===== config.mk =====
export PLATFORM = sky130hd
export DESIGN_NAME = pipe_hazard_ctrl
export DESIGN_NICKNAME = d
export VERILOG_FILES = /design/src/rtl/pipe_hazard_ctrl_pkg.sv /design/src/rtl/pipe_hazard_ctrl_scoreboard.sv /design/src/rtl/pipe_hazard_ctrl.sv
export SDC_FILE = /design/constraint.sdc
export NUM_CORES = 1
export LEC_CHECK = 0
export CAP_MARGIN = 30
export CORE_UTILIZATION = 55
export CTS_BUF_LIST = sky130_fd_sc_hd__clkbuf_8 sky130_fd_sc_hd__clkbuf_16
export DETAILED_ROUTE_END_ITERATION = 10
export PLACE_DENSITY = 0.85
export SLEW_MARGIN = 20
export SYNTH_ARGS = -nofsm -noshare
export SYNTH_HDL_FRONTEND = slang
export SYNTH_HIERARCHICAL = 1
export SYNTH_SLANG_ARGS = --single-unit

===== constraint.sdc =====
create_clock -name clk -period 6.97 [get_ports clk]
set_input_delay 0.697 -clock clk [delete_from_list [all_inputs] [get_ports clk]]
set_output_delay 0.697 -clock clk [all_outputs]
set_load 0.05 [all_outputs]

===== src/rtl/pipe_hazard_ctrl_pkg.sv =====
// Shared types for the pipeline hazard controller: forwarding selects, FSM states, scoreboard entries.
// Pure declarations; no latency or backpressure of its own.
package pipe_hazard_ctrl_pkg;

  // Entry dst field is sized for the widest register index the core may use.
  localparam int SB_DST_W = 8;

  typedef enum logic [1:0] {
    FWD_RF = 2'b00,
    FWD_RB = 2'b01,
    FWD_R  = 2'b10,
    FWD_E  = 2'b11
  } fwd_sel_e;

  typedef enum logic [1:0] {
    RUN,
    DRAIN,
    HALTED,
    STEP
  } ctrl_state_e;

  typedef struct packed {
    logic                valid;
    logic                wr;
    logic                load;
    logic [SB_DST_W-1:0] dst;
  } sb_entry_t;

  function automatic logic sb_match(input sb_entry_t ent,
                                    input logic [SB_DST_W-1:0] src,
                                    input logic use_src);
    return ent.valid && ent.wr && use_src && (src != '0) && (ent.dst == src);
  endfunction

  // Youngest producer wins; a load still in E has no data yet and is skipped.
  function automatic fwd_sel_e fwd_pick(input sb_entry_t e_ent, r_ent, rb_ent,
                                        input logic [SB_DST_W-1:0] src,
                                        input logic use_src);
    if (sb_match(e_ent, src, use_src) && !e_ent.load) return FWD_E;
    if (sb_match(r_ent, src, use_src))                return FWD_R;
    if (sb_match(rb_ent, src, use_src))               return FWD_RB;
    return FWD_RF;
  endfunction

endpackage


===== src/rtl/pipe_hazard_ctrl_scoreboard.sv =====
// 3-entry in-flight destination scoreboard (e, r, rb) with operand-forwarding selects and load-use detect.
// Selects/hazard are combinational from registered entries; shifts one slot per enabled cycle, holds when en=0.
module hazard_scoreboard
  import pipe_hazard_ctrl_pkg::*;
#(
  parameter int REG_W = 5
) (
  input  logic             clk,
  input  logic             rst,
  input  logic             en,
  input  logic             bubble,
  input  logic             d_valid,
  input  logic [REG_W-1:0] d_rs,
  input  logic [REG_W-1:0] d_rt,
  input  logic             d_use_rs,
  input  logic             d_use_rt,
  input  logic             d_wr,
  input  logic [REG_W-1:0] d_dst,
  input  logic             d_load,
  output logic [1:0]       fwd_a,
  output logic [1:0]       fwd_b,
  output logic             load_hazard,
  output logic             drain_done
);

  sb_entry_t           e_ent, r_ent, rb_ent, e_nxt;
  logic [SB_DST_W-1:0] rs_x, rt_x;

  assign rs_x = SB_DST_W'(d_rs);
  assign rt_x = SB_DST_W'(d_rt);

  always_comb begin
    e_nxt = '0;
    if (d_valid && !bubble) begin
      e_nxt.valid = 1'b1;
      e_nxt.wr    = d_wr;
      e_nxt.load  = d_load;
      e_nxt.dst   = SB_DST_W'(d_dst);
    end
  end

  always_ff @(posedge clk) begin
    if (rst) begin
      e_ent  <= '0;
      r_ent  <= '0;
      rb_ent <= '0;
    end else if (en) begin
      rb_ent <= r_ent;
      r_ent  <= e_ent;
      e_ent  <= e_nxt;
    end
  end

  assign fwd_a = fwd_pick(e_ent, r_ent, rb_ent, rs_x, d_use_rs);
  assign fwd_b = fwd_pick(e_ent, r_ent, rb_ent, rt_x, d_use_rt);

  assign load_hazard = e_ent.load &&
                       (sb_match(e_ent, rs_x, d_use_rs) || sb_match(e_ent, rt_x, d_use_rt));

  // While draining E is always refilled with a bubble, so the pipe is empty after this edge.
  assign drain_done = !e_ent.valid && !r_ent.valid;

endmodule


===== src/rtl/pipe_hazard_ctrl.sv =====
// Pipeline controller: forwarding, load-use stall, branch/jump flush, halt/single-step sequencing.
// Control outputs are combinational in the decode cycle; stalls hold PC and F->D for one cycle per load-use.
module pipe_hazard_ctrl
  import pipe_hazard_ctrl_pkg::*;
#(
  parameter int REG_W = 5,
  parameter int CNT_W = 16
) (
  input  logic             clk,
  input  logic             rst,
  input  logic             d_valid,
  input  logic [REG_W-1:0] d_rs,
  input  logic [REG_W-1:0] d_rt,
  input  logic             d_use_rs,
  input  logic             d_use_rt,
  input  logic             d_wr,
  input  logic [REG_W-1:0] d_dst,
  input  logic             d_load,
  input  logic             d_jmp,
  input  logic             e_br_taken,
  input  logic             halt_req,
  input  logic             step_req,
  output logic             pc_en,
  output logic             fd_en,
  output logic             fd_flush,
  output logic             de_bubble,
  output logic [1:0]       fwd_a,
  output logic [1:0]       fwd_b,
  output logic             halt_ack,
  output logic [CNT_W-1:0] stall_cnt,
  output logic [CNT_W-1:0] flush_cnt
);

  ctrl_state_e      state, state_nxt;
  logic             load_hazard, drain_done;
  logic             stall, branch, jump, sb_en;
  logic [CNT_W:0]   flush_sum;

  hazard_scoreboard #(.REG_W(REG_W)) u_sb (
    .clk         (clk),
    .rst         (rst),
    .en          (sb_en),
    .bubble      (de_bubble),
    .d_valid     (d_valid),
    .d_rs        (d_rs),
    .d_rt        (d_rt),
    .d_use_rs    (d_use_rs),
    .d_use_rt    (d_use_rt),
    .d_wr        (d_wr),
    .d_dst       (d_dst),
    .d_load      (d_load),
    .fwd_a       (fwd_a),
    .fwd_b       (fwd_b),
    .load_hazard (load_hazard),
    .drain_done  (drain_done)
  );

  always_ff @(posedge clk) begin
    if (rst) state <= RUN;
    else     state <= state_nxt;
  end

  always_comb begin
    state_nxt = state;
    pc_en     = 1'b1;
    fd_en     = 1'b1;
    fd_flush  = 1'b0;
    de_bubble = 1'b0;
    halt_ack  = 1'b0;
    sb_en     = 1'b1;
    stall     = 1'b0;
    branch    = 1'b0;
    jump      = 1'b0;
    case (state)
      RUN: begin
        branch = e_br_taken;
        stall  = load_hazard && !e_br_taken;
        jump   = d_jmp && !e_br_taken && !load_hazard;
        if (halt_req) state_nxt = DRAIN;
      end
      DRAIN: begin
        branch    = e_br_taken;
        pc_en     = 1'b0;
        fd_en     = 1'b0;
        de_bubble = 1'b1;
        if (drain_done) state_nxt = HALTED;
      end
      HALTED: begin
        pc_en     = 1'b0;
        fd_en     = 1'b0;
        de_bubble = 1'b1;
        sb_en     = 1'b0;
        halt_ack  = 1'b1;
        if (step_req)      state_nxt = STEP;
        else if (!halt_req) state_nxt = RUN;
      end
      STEP: begin
        branch    = e_br_taken;
        stall     = load_hazard && !e_br_taken;
        jump      = d_jmp && !e_br_taken && !load_hazard;
        state_nxt = stall ? STEP : DRAIN;
      end
      default: state_nxt = RUN;
    endcase
    if (stall) begin
      pc_en     = 1'b0;
      fd_en     = 1'b0;
      de_bubble = 1'b1;
    end
    if (jump) fd_flush = 1'b1;
    // A taken branch makes everything younger wrong-path; the target fetch always proceeds.
    if (branch) begin
      pc_en     = 1'b1;
      fd_en     = 1'b1;
      fd_flush  = 1'b1;
      de_bubble = 1'b1;
    end
  end

  assign flush_sum = {1'b0, flush_cnt} +
                     (branch ? (CNT_W+1)'(2) : (jump ? (CNT_W+1)'(1) : (CNT_W+1)'(0)));

  always_ff @(posedge clk) begin
    if (rst) begin
      stall_cnt <= '0;
      flush_cnt <= '0;
    end else begin
      if (stall && (stall_cnt != '1)) stall_cnt <= stall_cnt + CNT_W'(1);
      flush_cnt <= flush_sum[CNT_W] ? '1 : flush_sum[CNT_W-1:0];
    end
  end

endmodule


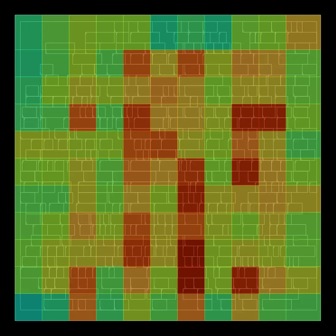
final_congestion.png
M1 GR Usage: 29.2%
GRT Resource Usage Total: 23.9%
GR Util met3: 4.12%
met2 GRT Util: 40.4%

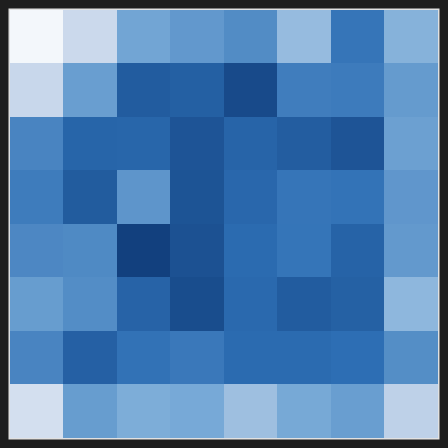
density.png
8 x 8 tiles, from white (low) to dark blue (high), 0 to 100% covered.
densest ninth of the die: centre
tiles over 75% full: 38%
emptiest ninth of the die: upper left
fp_density: 57.1%
Final Util: 72.7%
core area: 5540 um^2

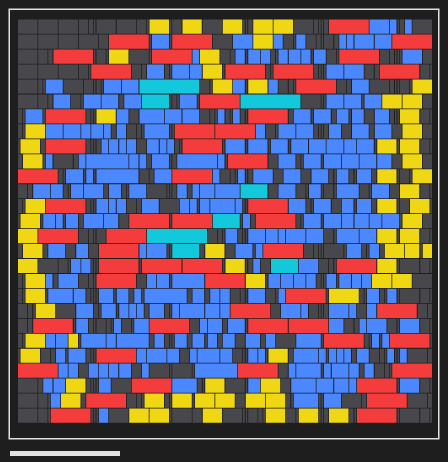
cell_classes.png
Bar = 20 um. Fill, decap, tap and diode cells in grey.
legend:
  yellow:
    class: other buffers and delay cells
    cells: 69
  blue:
    class: all other logic
    cells: 275
  cyan:
    class: clock drivers and dummy loads
    cells: 8
  red:
    class: flip-flops
    cells: 56
flop share of the area: 27.8%
cell row count: 27
fin area: 4030 um^2

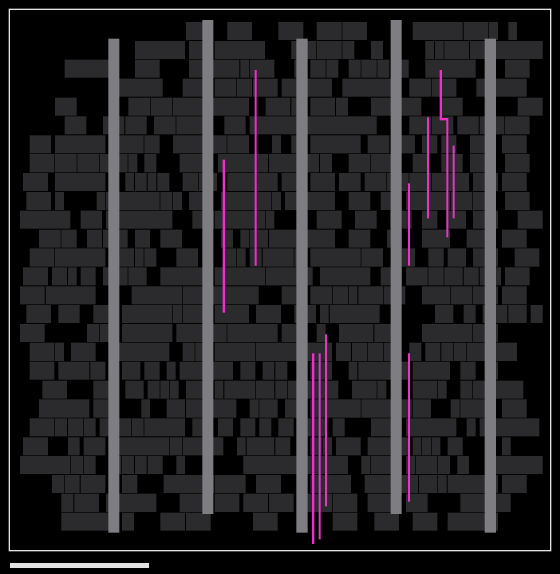
met4.png
Bar = 20 um. Supply wires on this layer in grey.
main direction: vertical
nets with wire on the layer: 10
Total Routed Length: 7110 um
vias after detailed routing: 2792

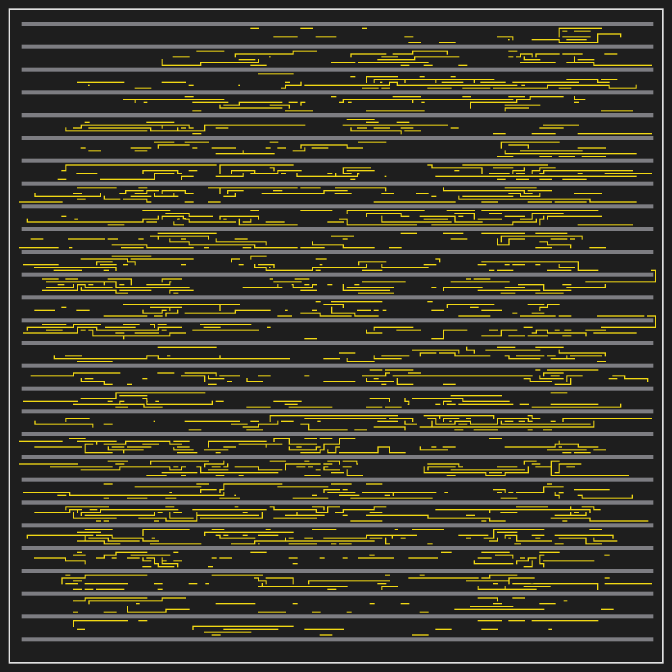
met1.png
Supply wires on this layer in grey.
nets with wire on the layer: 391
wire length on this layer: 3160 um
longest straight run: 23.9 um
main direction: horizontal

==> run notes <==
yosys + openroad results -> FF-to-FF setup slack=3.64 ns, status=completed, I/O pin count=67, fill count=437, Top class by area=multi-input combinational cells, Worst Tran Pin Value=0.639 ns, # diodes=0, clk_skew=0.00483 ns, total grt overflow=0, Detail Route Antenna Nets=0, CP max stage delay=0.81 ns, Port-buffer cells=66, power in the clock group=285 uW, Worst Hold End=u_sb/e_ent[9]$_SDFFE_PP0P_, reg2reg start=u_sb/e_ent[4]$_SDFFE_PP0P_, Via density=5.82, DR top layer=met4, dominant cell by count in the synthesized netlist=dfxtp_1, post-route insts no fill=480, comb_multi_in=260, final hold vios=0, CP Cell Sequence=clkdlybuf4s50_1, xnor2_1, nand4_1, or4_4, a21boi_1, nor2b_1, or3_1, clkdlybuf4s50_1, Max power group=sequential cells, relative slew slack=57.3%, worst path required time=6.27 ns, Ys Warns=6, yosys aoi share=14.4%, Adders+Majority by Area=3.80%, cells on worst reg2reg path=11, share of cell area taken by multi-input logic gates=47.6%, DIE AREA=6060 um^2, Iteration-0 DRC Markers=114, Post-Syn Area=3160 um^2, overall power=837 uW, syn_area_per_cell=9.19 um^2, Nets=442, Post-synth area hogs=dfxtp_1 (35%), xnor2_1 (8.6%), mux2i_1 (5.7%), Buf/Inv on CP=2, Commonest Layout Cell=clkdlybuf4s50_1, Logic pwr share=24.1%, f_max=226 MHz, EDFF count, synth=0, layout cells sized above 1=10.0%, Main logic family=simple AND/OR/NAND/NOR gates, Final Critical Period=4.42 ns, CLK BUF=5, number of global-route vias before repair=2582, delay-heaviest family, CP=buffers and inverters, met3 WL post-DR=339 um, final RePlAce weighted congestion=0.881, placed instance area=3860 um^2, total of max-cap violations=0, period utilization=63.4%, placed cells=471, Distinct cells, synth=56, global-route wire length before repair=11800 um, Setup WS post-layout=2.55 ns, Residual DRC=0, VDD IR max=0.000116 V, setup violators final=0, gr busiest metal=met2, Worst Hold Path Cells=2, CTS tree=built, critical path startpoint category=input pin, H-tree Lvls=2, Pint=594 uW, Signal buf overhead=17.0%, CP Max Fanout=5, Worst setup EP type=primary output, worst skew pair latency=0.30 ns, Lkg Pwr=1.49 nW, Log Warnings=30, clock sink count=56, worst hold start=u_sb/e_ent[9]$_SDFFE_PP0P_, die width=77.8 um, Post-synth seq share=35.4%, Setup Fix Bufs, Post-CTS=0, yosys simple share=25.0%, Flop+latch power=350 uW, Commonest cells post-synth=dfxtp_1 (56), xnor2_1 (31), nor2_1 (27), hold-fix buffer count after cts=0, TritonCTS buffer count=5, Setup crit end=de_bubble, RSZ-0062 raised after global routing=no, fraction of registers with async set/reset=0%, setup TNS=0 ns, crit path kind=in -> out, Non-CTS inverters=15, post_cts resized=0, Critical path origin=d_rs[0], Seq pwr share=41.9%, PwrDens=208 nW/um^2, Min-Delay Path Class=reg -> reg, clock network share of area=3.95%, number of non-clock buffers=69, multi-input logic area=1920 um^2, routed metal-1 wire length=3160 um, Final Max Tran Viols=0, initial antenna violation count=0, xor/xnor share=11.4%, syn_nets=379, DRT Pass-1 Iters=4, clock network power share=34.1%, WHS=0.498 ns, Synth-to-Final Area Change=27.3%, Register Area=1120 um^2, gate count after technology mapping=344, Yosys Instances=344, Worst Path Arrival=3.72 ns, comb pwr=201 uW, biggest regs=flush_cnt x16, stall_cnt x16, u_sb/e_ent x8, dpl ws=2.42 ns, ys flop type=dfxtp_1, area leader, netlist=dfxtp_1, flop count=56, CTS clock-pin slew for the worst setup and hold paths=0.10 ns, switch share=29.0%, WL met2=3400 um
No activity file was given, so power comes from the tool's default toggle rates.
